Fig. 1: M3 wires
(2 px per µm)
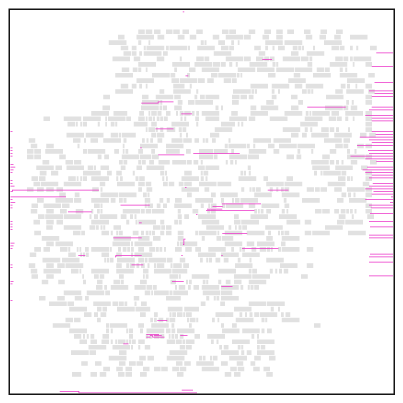
Fig. 2: metal 2
(2 px per µm)
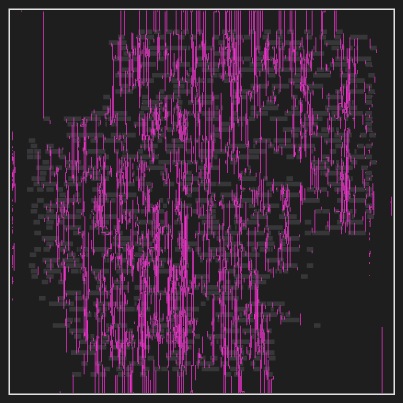
Fig. 3: pin placement
(2 px per µm) Pins as bars across the die edge, other pins in grey.
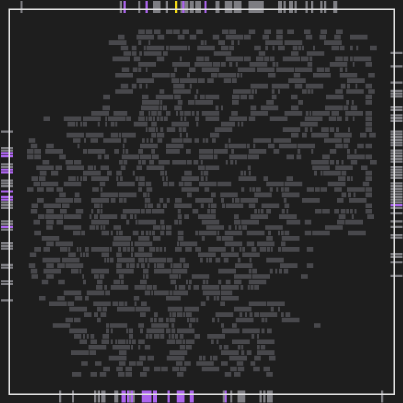
Fig. 4: track usage over the die
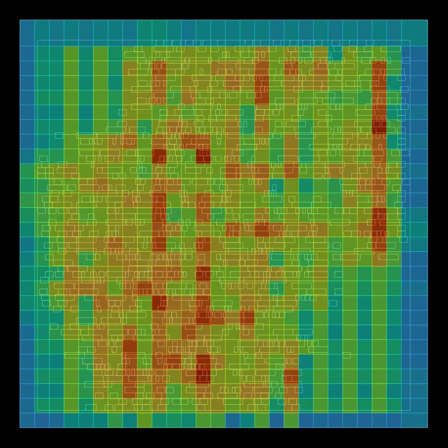
Fig. 5: signal metal coverage by tile
(2 px per µm) 38 x 38 tiles, from dark blue (low) to red (high), scaled to the fullest tile. Values are wire area over tile area, all layers added.
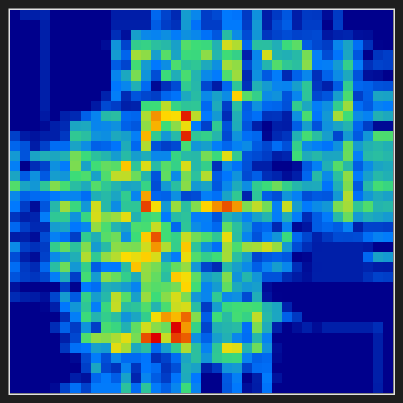
`config.mk`:
```
export PLATFORM = sky130hd
export DESIGN_NAME = fetch_unit
export DESIGN_NICKNAME = d
export VERILOG_FILES = /design/src/rtl/cpu_types_pkg.sv /design/src/rtl/fetch_latch_if.sv /design/src/rtl/fetch_skid_buf.sv /design/src/rtl/fetch_unit.sv
export SDC_FILE = /design/constraint.sdc
export NUM_CORES = 1
export LEC_CHECK = 0
export CORE_MARGIN = 8
export CORE_UTILIZATION = 30
export CTS_CLUSTER_SIZE = 14
export DETAILED_ROUTE_END_ITERATION = 10
export GPL_ROUTABILITY_DRIVEN = 0
export MAX_ROUTING_LAYER = met4
export PLACE_DENSITY = 0.49
export SYNTH_ARGS = -nofsm -noshare
export SYNTH_HDL_FRONTEND = slang
export SYNTH_SLANG_ARGS = --single-unit
```
`constraint.sdc`:
```
create_clock -name CLK -period 2.5 [get_ports CLK]
set_input_delay 0.5 -clock CLK [delete_from_list [all_inputs] [get_ports CLK]]
set_output_delay 0.5 -clock CLK [all_outputs]
set_load 0.05 [all_outputs]
```
`src/rtl/cpu_types_pkg.sv`:
```
// Shared CPU types for the fetch stage and its neighbours.
// Word type, fetch FSM states and the bubble instruction encoding.
package cpu_types_pkg;

    typedef logic [31:0] word_t;

    typedef enum logic [1:0] {
        RUN,
        DRAIN,
        HALTED
    } fetch_state_t;

    localparam word_t NOP = 32'h0000_0000;

endpackage

```
`src/rtl/fetch_latch_if.sv`:
```
// IF/ID latch bundle seen by the decode stage.
// Fetch drives it, decode only reads it.
interface fetch_latch_if;
    import cpu_types_pkg::*;

    word_t instr;
    word_t pc_plus_4;
    logic  valid;

    modport fetch  (output instr, pc_plus_4, valid);
    modport decode (input  instr, pc_plus_4, valid);

endinterface

```
`src/rtl/fetch_skid_buf.sv`:
```
// One-entry skid register holding a fetched instruction
// that decode could not take yet.
module fetch_skid_buf
    import cpu_types_pkg::*;
(
    input  logic  CLK,
    input  logic  nRST,
    input  logic  load,
    input  logic  pop,
    input  logic  clear,
    input  word_t din_instr,
    input  word_t din_pc4,
    output logic  valid,
    output word_t instr,
    output word_t pc_plus_4
);

    always_ff @(posedge CLK or negedge nRST) begin
        if (!nRST) begin
            valid     <= 1'b0;
            instr     <= '0;
            pc_plus_4 <= '0;
        end else if (clear) begin
            valid <= 1'b0;
        end else if (load) begin
            valid     <= 1'b1;
            instr     <= din_instr;
            pc_plus_4 <= din_pc4;
        end else if (pop) begin
            valid <= 1'b0;
        end
    end

endmodule

```
`src/rtl/fetch_unit.sv`:
```
// Instruction fetch stage with IF/ID register, skid buffer and
// redirect/halt handling across outstanding cache misses.
module fetch_unit
    import cpu_types_pkg::*;
#(
    parameter word_t PC_INIT   = 32'h0000_0000,
    parameter word_t NOP_INSTR = NOP
) (
    input  logic  CLK,
    input  logic  nRST,
    output logic  iREN,
    output word_t iaddr,
    input  logic  ihit,
    input  word_t iload,
    input  logic  stall,
    input  logic  redirect,
    input  word_t redirect_pc,
    input  logic  halt,
    output word_t instr_out,
    output word_t pc_plus_4_out,
    output logic  valid_out
);

    fetch_state_t state, state_n;
    word_t        pc_q, pc_n;
    word_t        redir_q, redir_n;
    logic         halt_pend, hp_n;

    logic  hold_valid;
    word_t hold_instr, hold_pc4;
    logic  sk_ld, sk_pop, sk_clr;

    logic  lat_ld;
    word_t lat_instr, lat_pc4;
    logic  lat_v;

    logic  hit, miss;
    word_t pc_inc;

    fetch_latch_if lat ();

    assign iREN   = (state == DRAIN) | ((state == RUN) & ~hold_valid);
    assign iaddr  = pc_q;
    assign hit    = iREN & ihit;
    assign miss   = iREN & ~ihit;
    assign pc_inc = pc_q + 32'd4;

    assign instr_out     = lat.instr;
    assign pc_plus_4_out = lat.pc_plus_4;
    assign valid_out     = lat.valid;

    fetch_skid_buf u_skid (
        .CLK       (CLK),
        .nRST      (nRST),
        .load      (sk_ld),
        .pop       (sk_pop),
        .clear     (sk_clr),
        .din_instr (iload),
        .din_pc4   (pc_inc),
        .valid     (hold_valid),
        .instr     (hold_instr),
        .pc_plus_4 (hold_pc4)
    );

    // Latch controls default to loading a bubble when lat_ld is set.
    always_comb begin
        state_n   = state;
        pc_n      = pc_q;
        redir_n   = redir_q;
        hp_n      = halt_pend;
        lat_ld    = 1'b0;
        lat_instr = NOP_INSTR;
        lat_pc4   = '0;
        lat_v     = 1'b0;
        sk_ld     = 1'b0;
        sk_pop    = 1'b0;
        sk_clr    = 1'b0;
        case (state)
            RUN: begin
                if (halt) begin
                    lat_ld = 1'b1;
                    sk_clr = 1'b1;
                    if (miss) begin
                        state_n = DRAIN;
                        hp_n    = 1'b1;
                    end else begin
                        state_n = HALTED;
                    end
                end else if (redirect) begin
                    lat_ld = 1'b1;
                    sk_clr = 1'b1;
                    if (miss) begin
                        redir_n = redirect_pc;
                        state_n = DRAIN;
                    end else begin
                        pc_n = redirect_pc;
                    end
                end else if (hold_valid && !stall) begin
                    lat_ld    = 1'b1;
                    lat_instr = hold_instr;
                    lat_pc4   = hold_pc4;
                    lat_v     = 1'b1;
                    sk_pop    = 1'b1;
                end else if (hit && !stall) begin
                    lat_ld    = 1'b1;
                    lat_instr = iload;
                    lat_pc4   = pc_inc;
                    lat_v     = 1'b1;
                    pc_n      = pc_inc;
                end else if (hit) begin
                    sk_ld = 1'b1;
                    pc_n  = pc_inc;
                end else if (!stall) begin
                    lat_ld = 1'b1;
                end
            end
            DRAIN: begin
                lat_ld = ~stall;
                // A redirect or halt arriving with the hit still counts.
                if (redirect) redir_n = redirect_pc;
                if (halt) hp_n = 1'b1;
                if (ihit) begin
                    if (hp_n) begin
                        state_n = HALTED;
                    end else begin
                        pc_n    = redir_n;
                        state_n = RUN;
                    end
                end
            end
            default: begin
                lat_ld = 1'b1;
            end
        endcase
    end

    always_ff @(posedge CLK or negedge nRST) begin
        if (!nRST) begin
            state     <= RUN;
            pc_q      <= PC_INIT;
            redir_q   <= '0;
            halt_pend <= 1'b0;
        end else begin
            state     <= state_n;
            pc_q      <= pc_n;
            redir_q   <= redir_n;
            halt_pend <= hp_n;
        end
    end

    always_ff @(posedge CLK or negedge nRST) begin
        if (!nRST) begin
            lat.instr     <= NOP_INSTR;
            lat.pc_plus_4 <= '0;
            lat.valid     <= 1'b0;
        end else if (lat_ld) begin
            lat.instr     <= lat_instr;
            lat.pc_plus_4 <= lat_pc4;
            lat.valid     <= lat_v;
        end
    end

endmodule

```
==> flow_summary.json <==
{
  "status": "finished, final reports clean",
  "final-instance-count-excl-fill": 1428,
  "crit_required_ns": 2.00,
  "synth-seq-area-share_pct": 53.2,
  "power.sequential.total_w": 0.00394,
  "yosys_warnings": 0,
  "maximum_single_stage_delay_on_the_critical_path_ns": 0.88,
  "yosysChipArea_um2": 9270,
  "ys_cells": 862,
  "worstSetupEndpointType": "primary output",
  "routed_via_density": 4.96,
  "synth-edff-count": 0,
  "comb_cell_power_w": 0.00206,
  "switching_power_w": 0.00321,
  "final_critical_path_share_of_the_clock_period_pct": 96.1,
  "timing.hold.worst.class": "input port to async pin",
  "regArea_um2": 4930,
  "timing.clock.skew_ns": 0.0215,
  "layout.comb_gates.multi_input": 589,
  "syn_avg_cell_area_um2": 10.7,
  "route.met3.wl_um": 982,
  "timing.critical_path.max_delay_family": "buffers and inverters",
  "mappedNetlistArea_um2": 9270,
  "post-place-ws_ns": 0.108,
  "layout.filler_cells": 2973,
  "final_max_slew_viol_count": 0,
  "grt_overflow": 0,
  "global_route.usage.met3_pct": 2.14,
  "layout.cells.largest_class": "flip-flops and latches",
  "warning_count": 26,
  "pwr-share-seq_pct": 44.4,
  "drtIter0Drc": 401,
  "via_count_of_the_first_global_routing_pass": 7128,
  "tritoncts_clock_tree": "yes",
  "core_area_um2": 30500,
  "fp_util_pct": 30.4,
  "power_frac_clock_pct": 32.4,
  "combGateArea_um2": 3990,
  "maxCapViolCount": 0,
  "clkCellAreaFrac_pct": 5.12,
  "clock_sinks": 197,
  "ctsHtreeMaxLevel": 4,
  "area_share_nonclk_buffers_pct": 17.3,
  "vdd_ir_drop_max_uv": 415,
  "layout_buffer_count_excluding_clock_buffers": 202,
  "timing.setup.tns_ns": 0,
  "cell_by_cell_trace_of_the_critical_path": "clkdlybuf4s50_1"
}
Notes on Fig. 1 above:
The layer carries 982 µm of wire. The wires run mostly horizontal. The longest straight run is 58.9 µm.

Notes on Fig. 2 above:
The longest straight run is 77.7 µm. The layer carries 12100 µm of wire. The wires run mostly vertical. The layer holds 45% of the routed length.
GRT met2 Usage: 22.1%
Post-Route WL: 27100 µm

Notes on Fig. 3 above:
redirect: in yellow, pins 1, direction input, edge top. iaddr: in purple, pins 32, direction output, edge 19 bottom, 8 left, 4 top, 1 right.
All pins by edge: 51 top, 46 right, 41 bottom, 30 left.
Port Buf Inserts: 167
Die Span Y: 192 µm
Die Width: 192 µm

Notes on Fig. 4 above:
global-route met1 utilization: 22.0%
peak-usage layer in the global routing report: met2
overall track demand over capacity in global routing: 15.3%

Notes on Fig. 5 above:
The fullest tile reaches 0.44. The mean over all tiles is 0.11. 20% of the tiles are nearly empty.

No activity file was given, so power comes from the tool's default toggle rates.
